### Met4 routing, run 1

Cells faint in the background.
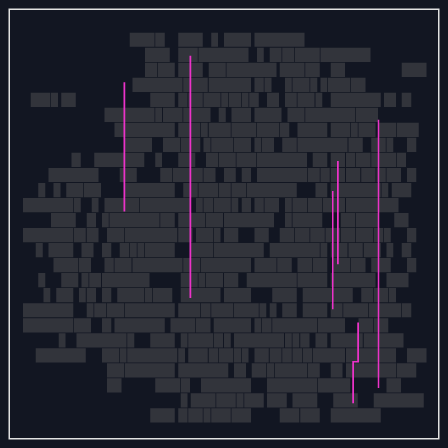
### Clock nets, run 1

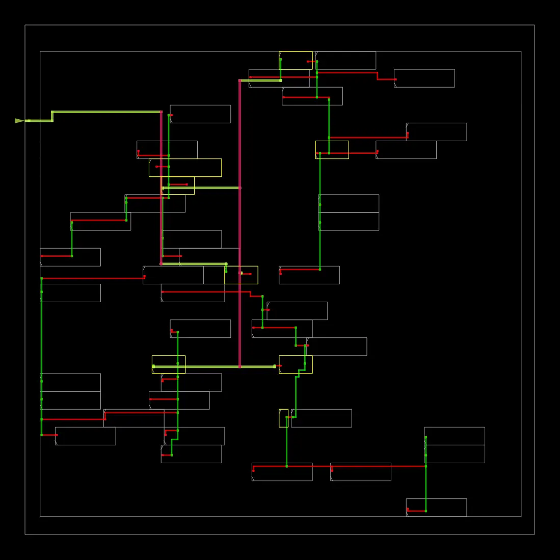
### Cells coloured by class, run 1

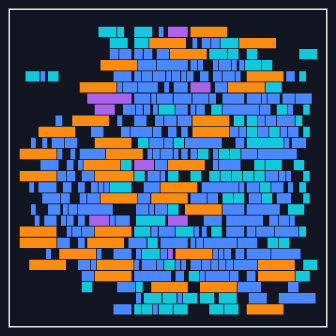
`src/rtl/clip_recorder_ctrl.sv`:
```
// ============================================================================
// clip_recorder_ctrl
// ----------------------------------------------------------------------------
// Record/playback controller for the voice-clip recorder. The sample memory
// is split into NUM_CLIPS fixed-length slots of SAMPLES_PER_CLIP samples.
// A free-running divider inside each operation produces one sample strobe
// every SAMPLE_DIV clock cycles; each strobe issues one memory write
// (RECORD) or one memory read (PLAY). A per-slot valid bit records which
// slots hold a complete, uninterrupted recording.
//
// Configuration macro:
//   LOOP_PLAY_EN  defined   -> playback wraps to the first sample of the slot
//                              and repeats until stop; no done pulse for PLAY.
//                 undefined -> playback ends after one pass (default build).
//
// Ports:
//   clock       in   1          system clock, rising edge
//   reset       in   1          asynchronous active-high reset
//   record      in   1          start recording clip_sel (honoured in IDLE)
//   play        in   1          start playback of clip_sel (honoured in IDLE)
//   stop        in   1          abort the running operation
//   clip_sel    in   SEL_W      target slot
//   mem_addr    out  ADDR_W     slot*SAMPLES_PER_CLIP + sample index, 0 in IDLE
//   mem_we      out  1          one-cycle write strobe while recording
//   mem_re      out  1          one-cycle read strobe while playing
//   busy        out  1          operation in progress
//   recording   out  1          RECORD active
//   playing     out  1          PLAY active
//   done        out  1          one-cycle pulse after normal completion
//   err         out  1          one-cycle pulse after a rejected request
//   clip_valid  out  NUM_CLIPS  bit i set when slot i holds a complete clip
// ============================================================================
module clip_recorder_ctrl #(
    parameter int NUM_CLIPS        = 4,
    parameter int SAMPLES_PER_CLIP = 16000,
    parameter int SAMPLE_DIV       = 6250,
    parameter int ADDR_W           = 16,
    parameter int SEL_W            = 2
) (
    input  logic                 clock,
    input  logic                 reset,
    input  logic                 record,
    input  logic                 play,
    input  logic                 stop,
    input  logic [SEL_W-1:0]     clip_sel,
    output logic [ADDR_W-1:0]    mem_addr,
    output logic                 mem_we,
    output logic                 mem_re,
    output logic                 busy,
    output logic                 recording,
    output logic                 playing,
    output logic                 done,
    output logic                 err,
    output logic [NUM_CLIPS-1:0] clip_valid
);

    // Counter widths follow their terminal counts; a limit of 1 still needs a bit.
    localparam int DIV_W = (SAMPLE_DIV > 1) ? $clog2(SAMPLE_DIV) : 1;
    localparam int CNT_W = (SAMPLES_PER_CLIP > 1) ? $clog2(SAMPLES_PER_CLIP) : 1;

    localparam logic [DIV_W-1:0]  DIV_LAST   = DIV_W'(SAMPLE_DIV - 1);
    localparam logic [CNT_W-1:0]  CNT_LAST   = CNT_W'(SAMPLES_PER_CLIP - 1);
    localparam logic [ADDR_W-1:0] CLIP_SPAN  = ADDR_W'(SAMPLES_PER_CLIP);

    typedef enum logic [1:0] {
        ST_IDLE   = 2'd0,
        ST_RECORD = 2'd1,
        ST_PLAY   = 2'd2
    } state_t;

    state_t                 state_r;
    state_t                 state_next_s;
    logic [SEL_W-1:0]       slot_r;
    logic [SEL_W-1:0]       slot_next_s;
    logic [DIV_W-1:0]       div_cnt_r;
    logic [DIV_W-1:0]       div_cnt_next_s;
    logic [CNT_W-1:0]       sample_cnt_r;
    logic [CNT_W-1:0]       sample_cnt_next_s;
    logic [NUM_CLIPS-1:0]   clip_valid_r;
    logic [NUM_CLIPS-1:0]   clip_valid_next_s;
    logic                   done_r;
    logic                   done_next_s;
    logic                   err_r;
    logic                   err_next_s;

    logic                   strobe_s;
    logic                   last_sample_s;
    logic                   sel_in_range_s;
    logic                   sel_has_clip_s;
    logic                   active_s;

    // Sample strobe and end-of-clip detection from the two counters.
    always_comb begin
        strobe_s      = (div_cnt_r == DIV_LAST);
        last_sample_s = (sample_cnt_r == CNT_LAST);
        active_s      = (state_r != ST_IDLE);
    end

    // Decode clip_sel against the slot count without a constant-range compare,
    // so NUM_CLIPS < 2**SEL_W and NUM_CLIPS == 2**SEL_W are handled alike.
    always_comb begin
        sel_in_range_s = 1'b0;
        sel_has_clip_s = 1'b0;
        for (int i = 0; i < NUM_CLIPS; i++) begin
            if (clip_sel == SEL_W'(i)) begin
                sel_in_range_s = 1'b1;
                sel_has_clip_s = clip_valid_r[i];
            end else begin
                sel_in_range_s = sel_in_range_s;
                sel_has_clip_s = sel_has_clip_s;
            end
        end
    end

    // Next-state, counter, valid-bit and pulse logic for the controller FSM.
    always_comb begin
        state_next_s      = state_r;
        slot_next_s       = slot_r;
        div_cnt_next_s    = div_cnt_r;
        sample_cnt_next_s = sample_cnt_r;
        clip_valid_next_s = clip_valid_r;
        done_next_s       = 1'b0;
        err_next_s        = 1'b0;

        case (state_r)
            ST_IDLE: begin
                div_cnt_next_s    = '0;
                sample_cnt_next_s = '0;
                if (record) begin
                    // record takes priority over a simultaneous play
                    if (sel_in_range_s) begin
                        state_next_s = ST_RECORD;
                        slot_next_s  = clip_sel;
                        // the slot is no longer trustworthy once overwriting starts
                        for (int i = 0; i < NUM_CLIPS; i++) begin
                            if (clip_sel == SEL_W'(i)) begin
                                clip_valid_next_s[i] = 1'b0;
                            end else begin
                                clip_valid_next_s[i] = clip_valid_r[i];
                            end
                        end
                    end else begin
                        err_next_s = 1'b1;
                    end
                end else if (play) begin
                    if (sel_in_range_s && sel_has_clip_s) begin
                        state_next_s = ST_PLAY;
                        slot_next_s  = clip_sel;
                    end else begin
                        err_next_s = 1'b1;
                    end
                end else begin
                    state_next_s = ST_IDLE;
                end
            end

            ST_RECORD, ST_PLAY: begin
                if (stop) begin
                    // abort beats a coincident last strobe: no done, slot stays invalid
                    state_next_s      = ST_IDLE;
                    div_cnt_next_s    = '0;
                    sample_cnt_next_s = '0;
                end else if (strobe_s) begin
                    div_cnt_next_s = '0;
                    if (last_sample_s) begin
                        sample_cnt_next_s = '0;
                        if (state_r == ST_RECORD) begin
                            state_next_s = ST_IDLE;
                            done_next_s  = 1'b1;
                            clip_valid_next_s[slot_r] = 1'b1;
                        end else begin
`ifdef LOOP_PLAY_EN
                            // wrap to the start of the slot and keep playing
                            state_next_s = ST_PLAY;
`else
                            state_next_s = ST_IDLE;
                            done_next_s  = 1'b1;
`endif
                        end
                    end else begin
                        sample_cnt_next_s = sample_cnt_r + CNT_W'(1);
                    end
                end else begin
                    div_cnt_next_s = div_cnt_r + DIV_W'(1);
                end
            end

            default: begin
                state_next_s      = ST_IDLE;
                div_cnt_next_s    = '0;
                sample_cnt_next_s = '0;
            end
        endcase
    end

    // State, counter and flag registers; reset invalidates every clip.
    always_ff @(posedge clock or posedge reset) begin
        if (reset) begin
            state_r      <= ST_IDLE;
            slot_r       <= '0;
            div_cnt_r    <= '0;
            sample_cnt_r <= '0;
            clip_valid_r <= '0;
            done_r       <= 1'b0;
            err_r        <= 1'b0;
        end else begin
            state_r      <= state_next_s;
            slot_r       <= slot_next_s;
            div_cnt_r    <= div_cnt_next_s;
            sample_cnt_r <= sample_cnt_next_s;
            clip_valid_r <= clip_valid_next_s;
            done_r       <= done_next_s;
            err_r        <= err_next_s;
        end
    end

    // Memory interface: strobes are suppressed in the cycle stop is seen so an
    // aborted operation never touches one more sample.
    always_comb begin
        mem_we = (state_r == ST_RECORD) && strobe_s && !stop;
        mem_re = (state_r == ST_PLAY) && strobe_s && !stop;
        if (active_s) begin
            mem_addr = (ADDR_W'(slot_r) * CLIP_SPAN) + ADDR_W'(sample_cnt_r);
        end else begin
            mem_addr = '0;
        end
    end

    // Status outputs decoded straight from registers.
    always_comb begin
        busy       = active_s;
        recording  = (state_r == ST_RECORD);
        playing    = (state_r == ST_PLAY);
        done       = done_r;
        err        = err_r;
        clip_valid = clip_valid_r;
    end

endmodule

```
`config.mk`:
```
export PLATFORM = sky130hd
export DESIGN_NAME = clip_recorder_ctrl
export DESIGN_NICKNAME = d
export VERILOG_FILES = /design/src/rtl/clip_recorder_ctrl.sv
export SDC_FILE = /design/constraint.sdc
export NUM_CORES = 1
export LEC_CHECK = 0
export ABC_AREA = 0
export CAP_MARGIN = 20
export CORE_MARGIN = 2
export CORE_UTILIZATION = 45
export CTS_CLUSTER_DIAMETER = 40
export DETAILED_ROUTE_END_ITERATION = 10
export PLACE_DENSITY = 0.81
export SETUP_SLACK_MARGIN = 0.5
export SKIP_CTS_REPAIR_TIMING = 1
export SLEW_MARGIN = 10
export SYNTH_ARGS = -nofsm -noshare
export SYNTH_HDL_FRONTEND = slang
export SYNTH_SLANG_ARGS = --single-unit
```
`constraint.sdc`:
```
create_clock -name clock -period 2.39 [get_ports clock]
set_input_delay 0.478 -clock clock [delete_from_list [all_inputs] [get_ports clock]]
set_output_delay 0.478 -clock clock [all_outputs]
set_load 0.01 [all_outputs]
```
==> out/qor.yml, run 1 <==
setup_path:
  crit_start: "slot_r[0]"
  crit_fanout: 4
  r2r_end: "sample_cnt_r[5]"
  cp.arrival_ns: 2.27
  cp_num_cells: 9
  timing.critical_path.cells: "inv_2 > ha_4 > ha_4 > o21a_1 > o31a_1 > o21a_1 > o21a_1 > nor3_2 > buf_2"
pwr:
  p_int_mw: 1.484
  p_per_area_mw_per_mm2: 629.7
  pg_clk_mw: 0.564
finish:
  comb_share_pct: 47.56
  buffers: 80
  fin_util_pct: 69.93
  layout.nonclk_buf_share_pct: 19.65
  top_area_cell_class: "combinational gates"
  final_cell_mix: "39 x buf_4, 36 x dfrtp_1, 35 x nor2_1"
yosys:
  area_leaders: "dfrtp_1 38%, ha_1 9.3%, nor2_1 6.0%"
  muxShareOfSynthArea_pct: 1.855
placement:
  port_buffers: 33
  placed_area_sq_mm: 0.003196
clocking:
  cts.clk_slew.worst_paths_ns: 0.08
  cts_tree: "done"
drt:
  route.met2.wl_microns: 3421
  highest_layer: "met4"
hold_path:
  hp-start: "div_cnt_r[0]"
outcome:
  violations: "setup timing"
  status: "complete, but fails checks"
sta:
  hold_slack_ns: 0.5140
  worst_slack_ns: -0.3563
  finalSetupViolCount: 6
floorplanning:
  fp_util_pct: 46.95
  io_pins: 34
-- 'Met4 routing' (at the start) --
share of all routed wire: 2.6%
main direction: vertical
wire length on this layer: 170 microns
longest straight run: 48.3 microns

-- 'Clock nets' (at the start) --
CTS Sinks: 37
Seq cells: 37
clk latency late pin: 0.29 ns
Clock Buffer Count: 7
Layout Skew: 0.01009 ns

-- 'Cells coloured by class' (at the start) --
legend:
  cyan:
    class: remaining buffers and delay cells
    cells: 80
  orange:
    class: sequential cells
    cells: 37
  blue:
    class: combinational and other logic
    cells: 218
  purple:
    class: clock drivers and dummy loads
    cells: 8

==> run 1 -> run 2 <==
--- a/config.mk
+++ b/config.mk
@@ -13,3 +13,3 @@
 export DETAILED_ROUTE_END_ITERATION = 10
-export PLACE_DENSITY = 0.81
+export PLACE_DENSITY = 0.79
 export SETUP_SLACK_MARGIN = 0.5
==> constraint.sdc (replaced) <==
create_clock -name clock -period 3.03 [get_ports clock]
set_input_delay 0.606 -clock clock [delete_from_list [all_inputs] [get_ports clock]]
set_output_delay 0.606 -clock clock [all_outputs]
set_load 0.005 [all_outputs]
### Routed metal per tile, run 2

15 x 15 tiles, from dark blue (low) to red (high), scaled to the fullest tile. Values are wire area over tile area, all layers added.
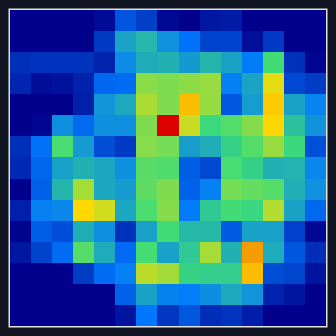
nearly empty tiles: 19%
mean over tiles: 0.15
emptiest ninth of the die: north-west
fullest tile: 0.55

==> run 2 against run 1 <==
The run now ends clean; area after synthesis is the same; critical path depth is the same; combinational power shrank 36%; non-clock buffer count shrank 25; clock power shrank 38%; largest cell class unchanged.
==> out/qor.yml, run 2 <==
outcome:
  status: "completed"
drt:
  vias: 2120
  wl_met1_microns: 2570
  route.met2.wl_microns: 2942
  avgViaCountPerCell: 5.478
hold_path:
  hp-start: "div_cnt_r[0]"
sta:
  finalSetupViolCount: 0
  skew_ns: 0.009592
  hold_slack_ns: 0.5070
  worst_slack_ns: 0.01923
  post-route-min-period_ns: 3.011
finish:
  buffers: 55
  layout.nonclk_buf_share_pct: 15.03
  nClkBuffers: 7
  comb_share_pct: 49.34
  final_cell_mix: "39 x nor2_1, 36 x dfrtp_1, 24 x clkdlybuf4s50_1"
  ff_count: 37
  clkCellAreaFrac_pct: 2.660
  top_area_cell_class: "combinational gates"
  fin_util_pct: 62.75
placement:
  placed_area_sq_mm: 0.002917
  port_buffers: 33
  gp_congestion: 0.8510
yosys:
  synth_area_sq_mm: 0.002429
  muxShareOfSynthArea_pct: 1.855
  area_leaders: "dfrtp_1 38%, ha_1 9.3%, nor2_1 6.0%"
  synthTopCellsByCount: "39 x nor2_1, 37 x dfrtp_1, 18 x ha_1"
  aoi_share_pct: 13.70
setup_path:
  r2r_end: "state_r[0]"
  timing.critical_path.cells: "buf_4 > ha_4 > nor2b_2 > o31a_1 > buf_4 > o21a_1 > o21a_1 > nor3_2 > buf_2"
  worst_path_max_delay_cell: "dfrtp_2"
  cp_num_cells: 9
  crit_fanout: 4
  cp.arrival_ns: 2.40
  r2r_start: "sample_cnt_r[7]"
  crit_start: "slot_r[0]"
pwr:
  pg_clk_mw: 0.349
  p_int_mw: 1.016
  p_per_area_mw_per_mm2: 476.8
clocking:
  clock_sink_count: 37
  cts.clk_slew.worst_paths_ns: 0.07
  cts_tree: "done"
floorplanning:
  io_pins: 34
  fp_util_pct: 46.95
Power is estimated from default activity; no workload was simulated.
